### Gate families picked out, run 1

Drawn at 4 px/µm.
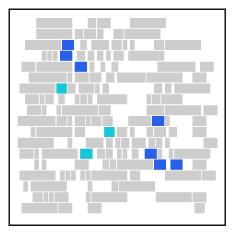
### Where the registers sit, run 1

Drawn at 10 px/µm. Other sequential cells in the stronger grey, the rest of the logic in the fainter grey.
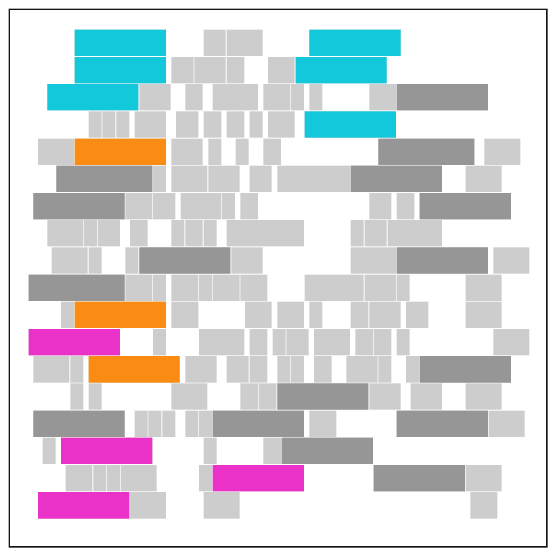
### Routing congestion, run 1

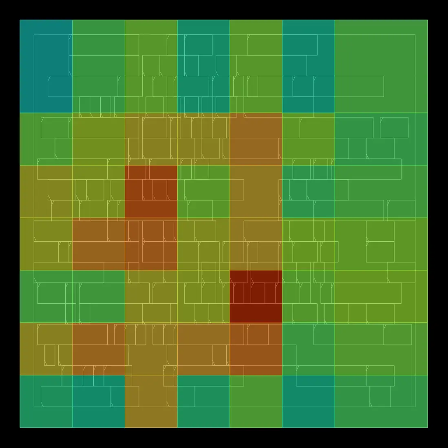
==> config.mk <==
export PLATFORM = sky130hd
export DESIGN_NAME = led_scan_ctrl_flat
export DESIGN_NICKNAME = d
export VERILOG_FILES = /design/src/rtl/led_scan_ctrl_if.sv /design/src/rtl/led_scan_ctrl.sv /design/src/flat_wrapper.sv
export SDC_FILE = /design/constraint.sdc
export NUM_CORES = 1
export LEC_CHECK = 0
export CORE_MARGIN = 1.5
export CORE_UTILIZATION = 53
export DETAILED_ROUTE_END_ITERATION = 16
export GPL_ROUTABILITY_DRIVEN = 0
export PLACE_DENSITY = 0.78
export SLEW_MARGIN = 5
export SYNTH_ARGS = -nofsm -noshare
export SYNTH_HDL_FRONTEND = slang
export SYNTH_SLANG_ARGS = --single-unit
==> constraint.sdc <==
create_clock -name in_clk -period 2.4 [get_ports in_clk]
set_clock_uncertainty 0.2 [all_clocks]
set_input_delay 0.36 -clock in_clk [delete_from_list [all_inputs] [get_ports in_clk]]
set_output_delay 0.36 -clock in_clk [all_outputs]
set_load 0.02 [all_outputs]
==> results.cfg, run 1 <==
; physical design summary
[run_status]
outcome = finished, final reports clean

[power_and_ir_drop]
ir_drop_mv = 0.767
p_per_area_nw_per_um2 = 1080
leakagePower_nw = 0.778

[worst_setup_path]
cp.required_ns = 1.84
crit_slowest_cell = clkdlybuf4s50_1
cp_slowest_stage_delay_ns = 0.59
path_class = flip-flop to primary output
reg2reg_depth = 4
cp.depth = 1
end_kind = primary output
r2r_setup_slack_ns = 0.45
arrival_ns = 1.44
path_cells = clkdlybuf4s50_1
crit_path_start_kind = flip-flop
cp_max_fo = 1
cpLargestDelayFamily = buffers and inverters

[clocking]
cts_tree = done
cts_buffers = 5
root_buffer = clkbuf_4
cts_hold_buf = 0
clockBufferDepth = 2
clk_latency_ns = 0.32
cts_setup_buffers = 0
cts.sinks = 29
cts_resized = 0
cts.clk_slew.worst_paths_ns = 0.08

[yosys]
syn_nets = 136
synth.largest_area_cell = dfrtp_1
most_common_cell = dfrtp_1
ys_cells = 129
ys_ff = 29
synth_top_area_share_pct = 47.9
async_flop_share_pct = 100
synth_cell_types = 37
yosys.stat.seqShare_pct = 53.7
ys_chip_area_um2 = 1360
common_cells = 26 x dfrtp_1, 21 x nand2_1, 13 x nor2_1, 9 x nand3_1, 7 x o21ai_0
synth.area.top_cells = dfrtp_1 48%, dfstp_2 5.8%, nand2_1 5.8%
post_synth.cell_area_avg_um2 = 10.5
synthCells = 129
syn-cell-area_um2 = 1360
synth-warning-count = 0
edf_count = 0

[hold_path]
hp-class = input port to async pin

[routing]
drt-initial-drc-count = 12
drc = 0
wire_per_inst_um = 12.7
routed_wl_um = 2330
route.vias.total = 1015
antenna_left = 0

[timing]
whs_ns = 0.208
slew_headroom_pct = 66.9
finalCritPeriodShare_pct = 83.3
rsz0062_at_grt = no
hold_viol = 0
maxSlewViolCount = 0
period_minus_slack_ns = 2.00
setup_tns_ns = 0
setup_viol = 0
tightest_slew_ns = 0.494

[final_layout]
finalNetCount = 160
post-route-util_pct = 66.0
drive_gt1_share_pct = 11.0
diodes = 0
final_area_um2 = 1620
area_growth_pct = 19.3
logic_area_um2 = 593
fillers = 204

[floorplan]
die_area_um2 = 2870
die_height_um = 53.6
initial_utilization_pct = 55.3
rows = 18
fp.dieW_um = 53.6
core_area_um2 = 2450
io_pins = 19

[global_routing]
overflow = 0
antenna_found_initial = 0
grt_pass1_vias = 915
grt_max_degree = 30
grt.total_usage_pct = 20.6
grt_pass1_wl_um = 3970

[placement]
port_buffers = 18
dp_hpwl_um = 1730

[run]
drv_cap = 0
Back to the opening pictures, 'Gate families picked out':
- xor and xnor cells: blue (cells 7)
- non-inverting ao/oa cells: cyan (cells 3)
post-route insts no fill: 184
dominant logic cell type in the layout: dfrtp_1
logic share of the area: 36.6%

Back to the opening pictures, 'Where the registers sit':
- `u_core.bus.row_addr`: magenta (sequential cells 4; where lower left)
- `u_core.col_q`: cyan (sequential cells 6)
- `u_core.state_q`: orange (sequential cells 3)
- not coloured: 16
Seq/total area: 45.1%
P_seq: 0.856 mW
register area: 729 µm²

Back to the opening pictures, 'Routing congestion':
busiest grt layer: met2
grt met3 use: 9.72%
met1 Use GR: 24.4%

-- run 1: cell families after synthesis --
group	synth area share, %
xor gates and xnor gates	4.52
adders and majority gates	2.77
AOI/OAI and AO/OA	7.93
buffers and inverters	2.58
and+or+nand+nor	25.8
DFF	53.7
muxes	2.67
-- run 1: cells in the final DEF, fill, tap and decap left out, types with 2 or more instances in the layout --
master,instances
nor2_1,13
a21oi_1,2
nand4_1,3
dfrtp_1,26
xnor2_1,2
nand3_1,9
nand2_1,21
dfstp_2,3
xor2_1,5
o21ai_0,7
buf_4,2
clkdlybuf4s50_1,18
inv_1,4
o31ai_1,4
ha_1,3
clkbuf_4,5
and3_1,3
and4_1,2
clkbuf_1,3
-- run 1: power by group --
| group | internal (mW) | switching [mW] |
|---|---|---|
| clock | 0.116 | 0.148 |
| sequential | 0.665 | 0.191 |
| combinational | 0.287 | 0.337 |
-- run 1: layout make-up --
cell class                      instances  share of cell area (%)
Sequential cell                        29                    45.1
Multi-Input combinational cell         93                    36.6
Inverter                                4                   0.927
Timing Repair Buffer                   20                    12.1
Tap cell                               30                    2.32
Clock buffer                            8                    3.01
-- run 1: layer usage --
metal  vias to the layer above  global-route usage (%)  routed length (µm)
li1                        492                       -                   -
met1                       493                    24.4                1050
met2                        25                    31.1                1100
met3                         5                    9.72                 135
met4                         0                    10.7                  46
met5                         -                       0                   0
-- run 1: per-stage QoR --
| stage | power (mW) | std cells | setup slack (ns) |
|---|---|---|---|
| floorplan | 1.23 | 129 | 0.688 |
| CTS | 1.76 | 184 | 0.381 |
| finish | 1.74 | 184 | 0.402 |
| global placement | 1.47 | 176 | 0.453 |
| global route | 1.89 | 184 | 0.331 |
| detailed placement | 1.49 | 176 | 0.421 |
-- run 1: worst reg2reg max path, delay by kind of cell, from the launching register on --
| family | cells | cell delay (ns) |
|---|---|---|
| DFF | 1 | 0.52 |
| muxes | 1 | 0.26 |
| and+or+nand+nor | 3 | 0.86 |
### Met1 routing, run 1

Drawn at 4 px/µm.
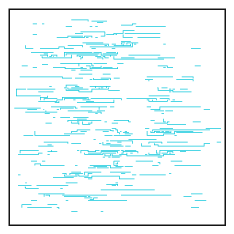

==> run 1 -> run 2 <==
- CORE_ASPECT_RATIO: default -> 2
- CORE_UTILIZATION: 53 -> 48
- PLACE_DENSITY: 0.78 -> 0.74
- clock period: 2.4 -> 1.75 ns (I/O delays scaled with it)
### Met1 routing, run 2

Drawn at 4 px/µm.
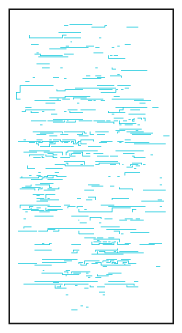
- main direction: horizontal
- nets with wire on the layer: 156
- longest straight run: 15.6 µm
via count: 1099
met1 Use GR: 21.2%

==> run 2 against run 1 <==
  * Design area increased by 10%
  * Wire length up 25%
  * Register-to-register slack worse by 0.35 ns
  * First-iteration DRC count rose to 3.3 times the previous value
  * Via count increased by 8.3%
  * Clock power is 97% higher
  * Utilization decreased by 0.66 points
  * Critical path depth is the same
  * Setup slack worse by 0.34 ns
  * Critical path type unchanged
  * Largest power group unchanged
==> results.cfg, run 2 <==
; physical design summary
[run_status]
outcome = finished, final reports clean

[global_routing]
antenna_found_initial = 0
grt.total_usage_pct = 21.7
grt_pass1_vias = 1096
grt_pass1_wl_um = 4700
overflow = 0

[yosys]
synth.area.top_cells = dfrtp_1 48%, dfstp_2 5.8%, nand2_1 5.8%
synth_top_area_share_pct = 47.9
ys_ff = 29
syn_nets = 136
syn-cell-area_um2 = 1360
synth_cell_types = 37
synth.largest_area_cell = dfrtp_1
ys_cells = 129
edf_count = 0
ys_chip_area_um2 = 1360
yosys.stat.seqShare_pct = 53.7
async_flop_share_pct = 100
synth-warning-count = 0

[power_and_ir_drop]
p_per_area_nw_per_um2 = 1520
ir_drop_mv = 0.713

[final_layout]
diodes = 0
final_layout_top_logic_cell = dfrtp_1
flop_area_um2 = 731
logic_area_um2 = 604
lay_top_cells = 25 x dfrtp_1, 21 x nand2_1, 19 x buf_4, 13 x nor2_1
area_growth_pct = 31.6
finalNetCount = 177
fillers = 223

[placement]
port_buffers = 18
dp_hpwl_um = 2170
place_inst = 191

[routing]
wire_per_inst_um = 14.5
antenna_left = 0
routed_wl_um = 2910
drc = 0

[clocking]
root_buffer = clkbuf_8
cts.sinks = 29
cts_tree = done
cts_buffers = 5
clockBufferDepth = 2

[timing]
period_minus_slack_ns = 1.69
rsz0062_at_grt = no
setup_viol = 0
tightest_slew_ns = 0.378
slew_headroom_pct = 74.8
maxSlewViolCount = 0
finalCritPeriodShare_pct = 96.6
hold_viol = 0

[worst_setup_path]
cp.required_ns = 1.29
crit_slowest_cell = clkdlybuf4s50_1
reg2reg_depth = 6
cp.depth = 1
r2r_setup_slack_ns = 0.10
cp_max_fo = 2
arrival_ns = 1.23
crit_path_start_kind = flip-flop
path_cells = clkdlybuf4s50_1
path_class = flip-flop to primary output
cp_slowest_stage_delay_ns = 0.60

[floorplan]
fp.dieW_um = 40.6
initial_utilization_pct = 49.6
rows = 27
die_area_um2 = 3180
core_area_um2 = 2740

[hold_path]
hp-class = input port to async pin

[run]
drv_cap = 0
## run 2: cell type report
cell class	count	area share (%)
Clock buffer	7	4.27
Clock inverter	1	0.280
Inverter	4	0.840
Multi-Input combinational cell	93	33.8
Sequential cell	29	40.9
Tap cell	29	2.03
Timing Repair Buffer	37	17.9
## run 2: power by group
part | internal, mW | switching (mW)
Clock | 0.278 | 0.241
Combinational | 0.503 | 0.581
Sequential | 0.917 | 0.196
Total | 1.70 | 1.02
## run 2: timing repair
action | in CTS | in global routing
hold buffers | 0 | 0
pin swaps | 0 | 0
endpoints found under the setup margin | 7 | 12
setup buffers | 0 | 1
resized | 7 | 7
## run 2: layer usage
layer  vias up  wire length [µm]  track usage [%]
li1        523                 -                -
met1       548              1040             21.2
met2        22              1730             38.3
met3         6                84             6.21
met4         0                57             9.00
met5         -                 0                0
## run 2: cell families after synthesis
group           Yosys count  synth area share, %
compound gates           17                 7.93
simple gates             63                 25.8
mux                       3                 2.67
buf+inv                   7                 2.58
xor+xnor                  7                 4.52
flops                    29                 53.7
fa+ha+maj                 3                 2.77
## run 2: through the flow
step / utilization, % / power, mW / setup slack (ns) / setup TNS (ns)
after floorplan: - / 1.69 / 0.0383 / 0
after global placement: 61.7 / 2.18 / -0.0830 / -0.0830
after detailed placement: 61.7 / 2.23 / -0.104 / -0.211
after CTS: 64.4 / 2.71 / 0.0160 / 0
after global routing: 65.3 / 2.89 / 0.00115 / 0
final: 65.3 / 2.72 / 0.0590 / 0
No activity file was given, so power comes from the tool's default toggle rates.
